## src/rtl/jump_redirect_ctrl_if.sv

```systemverilog
// jump_redirect_ctrl_if
// Groups the ID-stage decode flags, EX/MEM destination info and the
// redirect/stall strobes exchanged with jump_redirect_ctrl.
//   master : the pipeline side (drives i_*, observes o_*)
//   slave  : the redirect controller (observes i_*, drives o_*)
interface jump_redirect_ctrl_if #(
  parameter int NB_REG = 5
);
  logic              i_enable;
  logic              i_valid_id;
  logic              i_jump;
  logic              i_jal;
  logic              i_jr;
  logic              i_jalr;
  logic [NB_REG-1:0] i_rs_id;
  logic [NB_REG-1:0] i_rd_id;
  logic              i_ex_regwrite;
  logic              i_ex_memread;
  logic [NB_REG-1:0] i_ex_rd;
  logic              i_mem_regwrite;
  logic              i_mem_memread;
  logic [NB_REG-1:0] i_mem_rd;
  logic              i_flush_ex;
  logic              o_stall_pc;
  logic              o_stall_ifid;
  logic              o_bubble_idex;
  logic              o_flush_ifid;
  logic [1:0]        o_pc_sel;
  logic              o_link_write;
  logic [NB_REG-1:0] o_link_reg;
  logic              o_busy;

  modport master (
    output i_enable, i_valid_id, i_jump, i_jal, i_jr, i_jalr, i_rs_id, i_rd_id,
           i_ex_regwrite, i_ex_memread, i_ex_rd,
           i_mem_regwrite, i_mem_memread, i_mem_rd, i_flush_ex,
    input  o_stall_pc, o_stall_ifid, o_bubble_idex, o_flush_ifid,
           o_pc_sel, o_link_write, o_link_reg, o_busy
  );

  modport slave (
    input  i_enable, i_valid_id, i_jump, i_jal, i_jr, i_jalr, i_rs_id, i_rd_id,
           i_ex_regwrite, i_ex_memread, i_ex_rd,
           i_mem_regwrite, i_mem_memread, i_mem_rd, i_flush_ex,
    output o_stall_pc, o_stall_ifid, o_bubble_idex, o_flush_ifid,
           o_pc_sel, o_link_write, o_link_reg, o_busy
  );
endinterface

```

## src/rtl/jump_redirect_ctrl.sv

```systemverilog
// jump_redirect_ctrl
// Sequences J/JAL/JR/JALR redirects resolved in ID. Immediate jumps and
// hazard-free register jumps redirect in the detection cycle (Mealy in
// IDLE). A register jump whose rs is still being produced in EX/MEM holds
// fetch and bubbles ID/EX for N cycles, then redirects from GO.
// Ports:
//   i_clk, i_reset : clock, asynchronous active-high reset
//   bus (slave)    : decode flags, EX/MEM destinations, i_enable, i_flush_ex
//                    in; stall/bubble/flush, pc_sel, link strobe, busy out
module jump_redirect_ctrl #(
  parameter int NB_REG          = 5,
  parameter int LINK_REG        = 31,
  parameter int EX_LOAD_STALLS  = 2,
  parameter int EX_ALU_STALLS   = 1,
  parameter int MEM_LOAD_STALLS = 1
) (
  input  logic                i_clk,
  input  logic                i_reset,
  jump_redirect_ctrl_if.slave bus
);

  typedef enum logic [1:0] {
    IDLE  = 2'b00,
    STALL = 2'b01,
    GO    = 2'b10
  } state_e;

  localparam logic [1:0]        EX_LOAD_N  = EX_LOAD_STALLS[1:0];
  localparam logic [1:0]        EX_ALU_N   = EX_ALU_STALLS[1:0];
  localparam logic [1:0]        MEM_LOAD_N = MEM_LOAD_STALLS[1:0];
  localparam logic [NB_REG-1:0] LINK_REG_V = LINK_REG[NB_REG-1:0];
  localparam logic [NB_REG-1:0] REG_ZERO   = {NB_REG{1'b0}};

  localparam logic [1:0] PC_SEQ = 2'b00;
  localparam logic [1:0] PC_IMM = 2'b01;
  localparam logic [1:0] PC_REG = 2'b10;

  function automatic logic [1:0] max2(input logic [1:0] a, input logic [1:0] b);
    max2 = (a > b) ? a : b;
  endfunction

  state_e            state_q, state_d;
  logic [1:0]        cnt_q, cnt_d;
  logic [1:0]        need_s;
  logic              stall_s;
  logic              flush_ifid_s;
  logic [1:0]        pc_sel_s;
  logic              link_write_s;
  logic [NB_REG-1:0] link_reg_s;
  logic              out_en_s;

  // Stall requirement of the ID register jump: worst case over producers of rs.
  // r0 is never a hazard; a non-load in MEM is covered by forwarding.
  always_comb begin
    need_s = 2'b00;
    if (bus.i_rs_id != REG_ZERO) begin
      if (bus.i_ex_regwrite && bus.i_ex_memread && (bus.i_ex_rd == bus.i_rs_id)) begin
        need_s = max2(need_s, EX_LOAD_N);
      end else if (bus.i_ex_regwrite && !bus.i_ex_memread && (bus.i_ex_rd == bus.i_rs_id)) begin
        need_s = max2(need_s, EX_ALU_N);
      end else begin
        need_s = need_s;
      end
      if (bus.i_mem_regwrite && bus.i_mem_memread && (bus.i_mem_rd == bus.i_rs_id)) begin
        need_s = max2(need_s, MEM_LOAD_N);
      end else begin
        need_s = need_s;
      end
    end else begin
      need_s = 2'b00;
    end
  end

  // Next-state, counter and raw (ungated) output decode.
  always_comb begin
    state_d      = state_q;
    cnt_d        = cnt_q;
    stall_s      = 1'b0;
    flush_ifid_s = 1'b0;
    pc_sel_s     = PC_SEQ;
    link_write_s = 1'b0;
    link_reg_s   = REG_ZERO;
    if (!bus.i_enable) begin
      // Debug halt: freeze everything.
      state_d = state_q;
      cnt_d   = cnt_q;
    end else begin
      case (state_q)
        IDLE: begin
          if (bus.i_valid_id && bus.i_jr) begin
            if (need_s == 2'b00) begin
              pc_sel_s     = PC_REG;
              flush_ifid_s = 1'b1;
              link_write_s = bus.i_jalr && (bus.i_rd_id != REG_ZERO);
              link_reg_s   = bus.i_jalr ? bus.i_rd_id : REG_ZERO;
            end else begin
              // Detection cycle is itself the first bubble.
              stall_s = 1'b1;
              cnt_d   = need_s - 2'b01;
              state_d = (need_s > 2'b01) ? STALL : GO;
            end
          end else if (bus.i_valid_id && bus.i_jump) begin
            pc_sel_s     = PC_IMM;
            flush_ifid_s = 1'b1;
            link_write_s = bus.i_jal;
            link_reg_s   = bus.i_jal ? LINK_REG_V : REG_ZERO;
          end else begin
            state_d = IDLE;
          end
        end
        STALL: begin
          if (bus.i_flush_ex) begin
            // Jump was on a squashed path; let the branch redirect proceed.
            state_d = IDLE;
            cnt_d   = 2'b00;
          end else begin
            stall_s = 1'b1;
            cnt_d   = cnt_q - 2'b01;
            state_d = (cnt_q == 2'b01) ? GO : STALL;
          end
        end
        GO: begin
          state_d = IDLE;
          cnt_d   = 2'b00;
          if (bus.i_flush_ex) begin
            pc_sel_s = PC_SEQ;
          end else begin
            pc_sel_s     = PC_REG;
            flush_ifid_s = 1'b1;
            link_write_s = bus.i_jalr && (bus.i_rd_id != REG_ZERO);
            link_reg_s   = bus.i_jalr ? bus.i_rd_id : REG_ZERO;
          end
        end
        default: begin
          state_d = IDLE;
          cnt_d   = 2'b00;
        end
      endcase
    end
  end

  // Outputs are forced low during reset and while the pipeline is halted.
  always_comb begin
    out_en_s = bus.i_enable && !i_reset;
    if (out_en_s) begin
      bus.o_stall_pc    = stall_s;
      bus.o_stall_ifid  = stall_s;
      bus.o_bubble_idex = stall_s;
      bus.o_flush_ifid  = flush_ifid_s;
      bus.o_pc_sel      = pc_sel_s;
      bus.o_link_write  = link_write_s;
      bus.o_link_reg    = link_reg_s;
      bus.o_busy        = (state_q != IDLE);
    end else begin
      bus.o_stall_pc    = 1'b0;
      bus.o_stall_ifid  = 1'b0;
      bus.o_bubble_idex = 1'b0;
      bus.o_flush_ifid  = 1'b0;
      bus.o_pc_sel      = PC_SEQ;
      bus.o_link_write  = 1'b0;
      bus.o_link_reg    = REG_ZERO;
      bus.o_busy        = 1'b0;
    end
  end

  // State and counter registers.
  always_ff @(posedge i_clk or posedge i_reset) begin
    if (i_reset) begin
      state_q <= IDLE;
      cnt_q   <= 2'b00;
    end else begin
      state_q <= state_d;
      cnt_q   <= cnt_d;
    end
  end

endmodule

```

## src/flat_wrapper.sv

```systemverilog
// flat-port wrapper written by rule: the top's interface ports become plain ports
module jump_redirect_ctrl_flat 
#(
  parameter int NB_REG          = 5,
  parameter int LINK_REG        = 31,
  parameter int EX_LOAD_STALLS  = 2,
  parameter int EX_ALU_STALLS   = 1,
  parameter int MEM_LOAD_STALLS = 1
)
  (i_clk, i_reset, bus_i_enable, bus_i_valid_id, bus_i_jump, bus_i_jal, bus_i_jr, bus_i_jalr, bus_i_rs_id, bus_i_rd_id, bus_i_ex_regwrite, bus_i_ex_memread, bus_i_ex_rd, bus_i_mem_regwrite, bus_i_mem_memread, bus_i_mem_rd, bus_i_flush_ex, bus_o_stall_pc, bus_o_stall_ifid, bus_o_bubble_idex, bus_o_flush_ifid, bus_o_pc_sel, bus_o_link_write, bus_o_link_reg, bus_o_busy);
  jump_redirect_ctrl_if #(.NB_REG(NB_REG)) bus_i ();
  input  logic i_clk;
  input  logic i_reset;
  input wire logic [$bits(bus_i.i_enable)-1:0] bus_i_enable;
  input wire logic [$bits(bus_i.i_valid_id)-1:0] bus_i_valid_id;
  input wire logic [$bits(bus_i.i_jump)-1:0] bus_i_jump;
  input wire logic [$bits(bus_i.i_jal)-1:0] bus_i_jal;
  input wire logic [$bits(bus_i.i_jr)-1:0] bus_i_jr;
  input wire logic [$bits(bus_i.i_jalr)-1:0] bus_i_jalr;
  input wire logic [$bits(bus_i.i_rs_id)-1:0] bus_i_rs_id;
  input wire logic [$bits(bus_i.i_rd_id)-1:0] bus_i_rd_id;
  input wire logic [$bits(bus_i.i_ex_regwrite)-1:0] bus_i_ex_regwrite;
  input wire logic [$bits(bus_i.i_ex_memread)-1:0] bus_i_ex_memread;
  input wire logic [$bits(bus_i.i_ex_rd)-1:0] bus_i_ex_rd;
  input wire logic [$bits(bus_i.i_mem_regwrite)-1:0] bus_i_mem_regwrite;
  input wire logic [$bits(bus_i.i_mem_memread)-1:0] bus_i_mem_memread;
  input wire logic [$bits(bus_i.i_mem_rd)-1:0] bus_i_mem_rd;
  input wire logic [$bits(bus_i.i_flush_ex)-1:0] bus_i_flush_ex;
  output wire logic [$bits(bus_i.o_stall_pc)-1:0] bus_o_stall_pc;
  output wire logic [$bits(bus_i.o_stall_ifid)-1:0] bus_o_stall_ifid;
  output wire logic [$bits(bus_i.o_bubble_idex)-1:0] bus_o_bubble_idex;
  output wire logic [$bits(bus_i.o_flush_ifid)-1:0] bus_o_flush_ifid;
  output wire logic [$bits(bus_i.o_pc_sel)-1:0] bus_o_pc_sel;
  output wire logic [$bits(bus_i.o_link_write)-1:0] bus_o_link_write;
  output wire logic [$bits(bus_i.o_link_reg)-1:0] bus_o_link_reg;
  output wire logic [$bits(bus_i.o_busy)-1:0] bus_o_busy;
  assign bus_i.i_enable = bus_i_enable;
  assign bus_i.i_valid_id = bus_i_valid_id;
  assign bus_i.i_jump = bus_i_jump;
  assign bus_i.i_jal = bus_i_jal;
  assign bus_i.i_jr = bus_i_jr;
  assign bus_i.i_jalr = bus_i_jalr;
  assign bus_i.i_rs_id = bus_i_rs_id;
  assign bus_i.i_rd_id = bus_i_rd_id;
  assign bus_i.i_ex_regwrite = bus_i_ex_regwrite;
  assign bus_i.i_ex_memread = bus_i_ex_memread;
  assign bus_i.i_ex_rd = bus_i_ex_rd;
  assign bus_i.i_mem_regwrite = bus_i_mem_regwrite;
  assign bus_i.i_mem_memread = bus_i_mem_memread;
  assign bus_i.i_mem_rd = bus_i_mem_rd;
  assign bus_i.i_flush_ex = bus_i_flush_ex;
  assign bus_o_stall_pc = bus_i.o_stall_pc;
  assign bus_o_stall_ifid = bus_i.o_stall_ifid;
  assign bus_o_bubble_idex = bus_i.o_bubble_idex;
  assign bus_o_flush_ifid = bus_i.o_flush_ifid;
  assign bus_o_pc_sel = bus_i.o_pc_sel;
  assign bus_o_link_write = bus_i.o_link_write;
  assign bus_o_link_reg = bus_i.o_link_reg;
  assign bus_o_busy = bus_i.o_busy;
  jump_redirect_ctrl #(.NB_REG(NB_REG), .LINK_REG(LINK_REG), .EX_LOAD_STALLS(EX_LOAD_STALLS), .EX_ALU_STALLS(EX_ALU_STALLS), .MEM_LOAD_STALLS(MEM_LOAD_STALLS)) u_core (.i_clk(i_clk), .i_reset(i_reset), .bus(bus_i));
endmodule
```

## config.mk

```make
export PLATFORM = sky130hd
export DESIGN_NAME = jump_redirect_ctrl_flat
export DESIGN_NICKNAME = d
export VERILOG_FILES = /design/src/rtl/jump_redirect_ctrl_if.sv /design/src/rtl/jump_redirect_ctrl.sv /design/src/flat_wrapper.sv
export SDC_FILE = /design/constraint.sdc
export NUM_CORES = 1
export LEC_CHECK = 0
export ABC_CLOCK_PERIOD_IN_PS = 3800
export CORE_UTILIZATION = 34
export CTS_CLUSTER_DIAMETER = 50
export CTS_CLUSTER_SIZE = 8
export DETAILED_ROUTE_END_ITERATION = 12
export MAX_ROUTING_LAYER = met4
export PLACE_DENSITY = 0.87
export SETUP_SLACK_MARGIN = 0.15
export SLEW_MARGIN = 10
export SYNTH_ARGS = -nofsm -noshare
export SYNTH_HDL_FRONTEND = slang
export SYNTH_SLANG_ARGS = --single-unit
```

## constraint.sdc

```tcl
create_clock -name i_clk -period 3.8 [get_ports i_clk]
set_clock_uncertainty 0.15 [all_clocks]
set_input_delay 0.76 -clock i_clk [delete_from_list [all_inputs] [get_ports i_clk]]
set_output_delay 0.76 -clock i_clk [all_outputs]
set_load 0.02 [all_outputs]
```

**Placement by cell class**

Scale bar: 10 um.
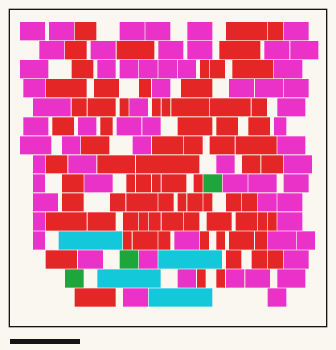
Key: all other logic = red [cells 77, share of their area 48%]; other buffers and delay cells = magenta [cells 63, share of their area 43%]; cells driving clock nets = green [cells 3, share of their area 1.6%]; flip-flops = cyan [cells 4, share of their area 7.3%]
Layout Cell Area excl Fill: 1396 um^2
total core area: 1745 um^2
number of core rows: 15

**Wiring heat map**

Scale bar: 10 um. The die is cut into 9 by 9 equal tiles; dark purple is low, yellow is high, scaled to the fullest tile. Values are wire area over tile area, all layers added.
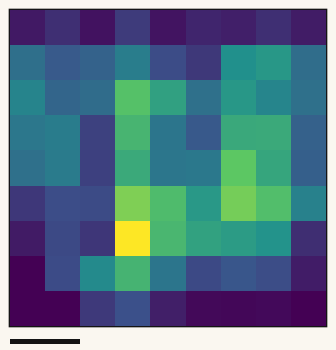
The fullest tile reaches 0.58. The emptiest ninth of the die: bottom left. The mean over all tiles is 0.20. 26% of the tiles are over half the peak.
overall fraction of global-route tracks in use: 0.2404
Wirelength per Cell: 13.96 um

**Drive-strength map**

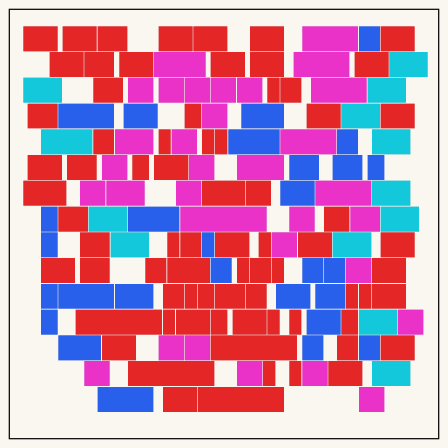
Key: drive 3 to 4 = magenta [cells 32, share 22%]; drive 2 = blue [cells 28, share 19%]; drive 1 or less = red [cells 74, share 50%]; drive 6 and up = cyan [cells 13, share 8.8%]
count of plain and timing-repair buffers: 63
min setup slack post-route: -0.09434 ns

**I/O nets highlighted**

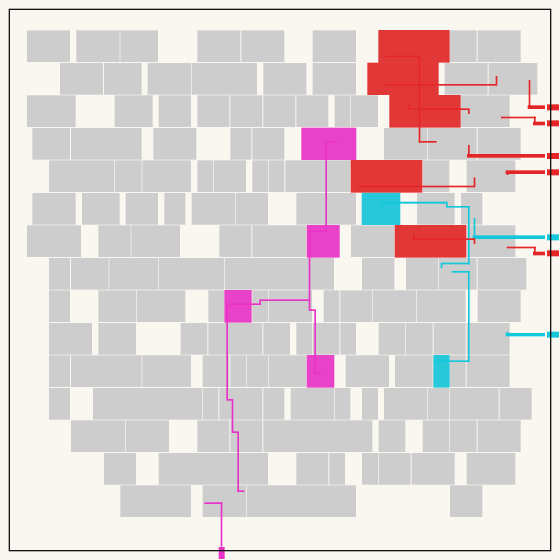
Key: bus_o_pc_sel = cyan [bits 2, direction output, edge right, end cells 2, wire 37.2 um]; bus_o_link_reg = red [bits 5, direction output, edge right, end cells 5, wire 64.0 um]; bus_i_flush_ex = magenta [bits 1, direction input, edge bottom, end cells 4, wire 51.8 um]

**Track usage over the die**

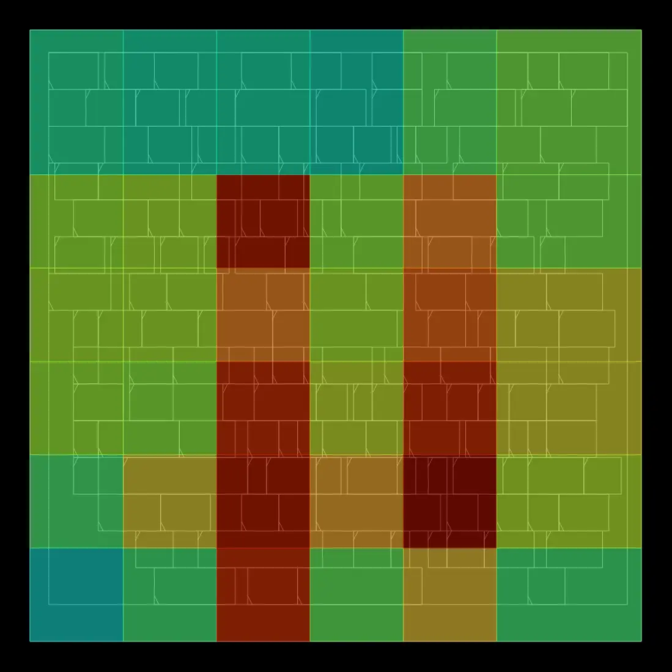
met1 usage in global routing: 0.2155
met3 usage: 0.05200
GRT Max-Usage Layer: met2
met2 track utilization from global routing: 0.4783

==> impl_metrics.tcl <==
# flow metrics
set metrics [dict create \
    cpLargestDelayFamily "simple AND/OR/NAND/NOR gates" \
    chip_area_um2 2043 \
    status "finished, violations left" \
    cts_hold_buf 0 \
    worst_slack_ns -0.09434 \
    comb_area_frac 0.4624 \
    drt-initial-drc-count 17 \
    worst_setup_path_end_kind "output pin" \
    pg_seq_mw 0.0469 \
    crit_path_start_kind "primary input" \
    synthAoiAreaFrac 0.1637 \
    synthTopLogicFamily "simple AND/OR/NAND/NOR gates" \
    maxPowerGroup "combinational logic" \
    postSynthAreaPerCell_um2 7.376 \
    yosysTopAreaCell "dfrtp_1" \
    hold_path_start "u_core.cnt_q[1]" \
    worst-path-stages 13 \
    synth.distinct_cells 32 \
    top_level_ports 46 \
    clock_tree.htree_level_count 1 \
    synth-edff-count 0 \
    area_delta_synth_final_pct 120.1 \
    clock_net_power_mw 0.0565 \
    setup-violations-final 8 \
    largestRegisters "u_core.cnt_q (2), u_core.state_q (2)" \
    dpl.hpwl_mm 1.727 \
    via_count 889 \
    met3_wirelength_um 183 \
    drt-vias-per-instance 5.169 \
    ys_seq_share 0.1578 \
    grt_first_pass_wirelength_mm 3.477 \
    drt-met1-wl_um 756 \
    portBuffers 45 \
    antenna-diode-count 0 \
    p_sw_mw 0.06610 \
    critical_path_class "in -> out" \
    fin_util 0.8000 \
    post_synth_xor_area_fraction 0.1381 \
    warning_count 30 \
    detailedRoute.firstPassIterationCount 4 \
    final_nets 185 \
    top_signal_layer_used "met4" \
    sequentialPowerShare 0.227 \
    initial_antenna_violation_count 0 \
    cts_buffers 3 \
    synth_top_flop_cell "dfrtp_1" \
    violations "setup timing" \
    seq_cells 4 \
    synth.top_cell.area_share 0.1578 \
    holdPathEnd "u_core.cnt_q[1]" \
    final-seq-area_um2 100.1 \
]
[cells in the final DEF (no fill, tap or decap), drive strengths merged]
master and instances:
buf 32, clkdlybuf4s50 24, nand2 11, nor2 8, clkbuf 7, xnor2 6, a21oi 6, nand3 4
dfrtp 4, nor2b 4, inv 4, xor2 4, nor3 3, or2 3, ha 3, a32o 2
nand4 2, o22ai 2, o21ai 2, or4 2, o221ai 2, mux2 2, nand2b 2, and2 1
nor4 1, nor4b 1, o31ai 1, and3b 1, dlygate4sd2 1, dlymetal6s2s 1, clkdlybuf4s15 1
[stage by stage]
step	TNS (ns)	instances	cell area, um^2
3_5_place_dp	-8.899	165	1262
6_report	-0.5111	172	1396
5_1_grt	-1.548	172	1396
2_1_floorplan	0	86	703.2
4_1_cts	-0.5055	172	1338
3_3_place_gp	-7.840	165	1262
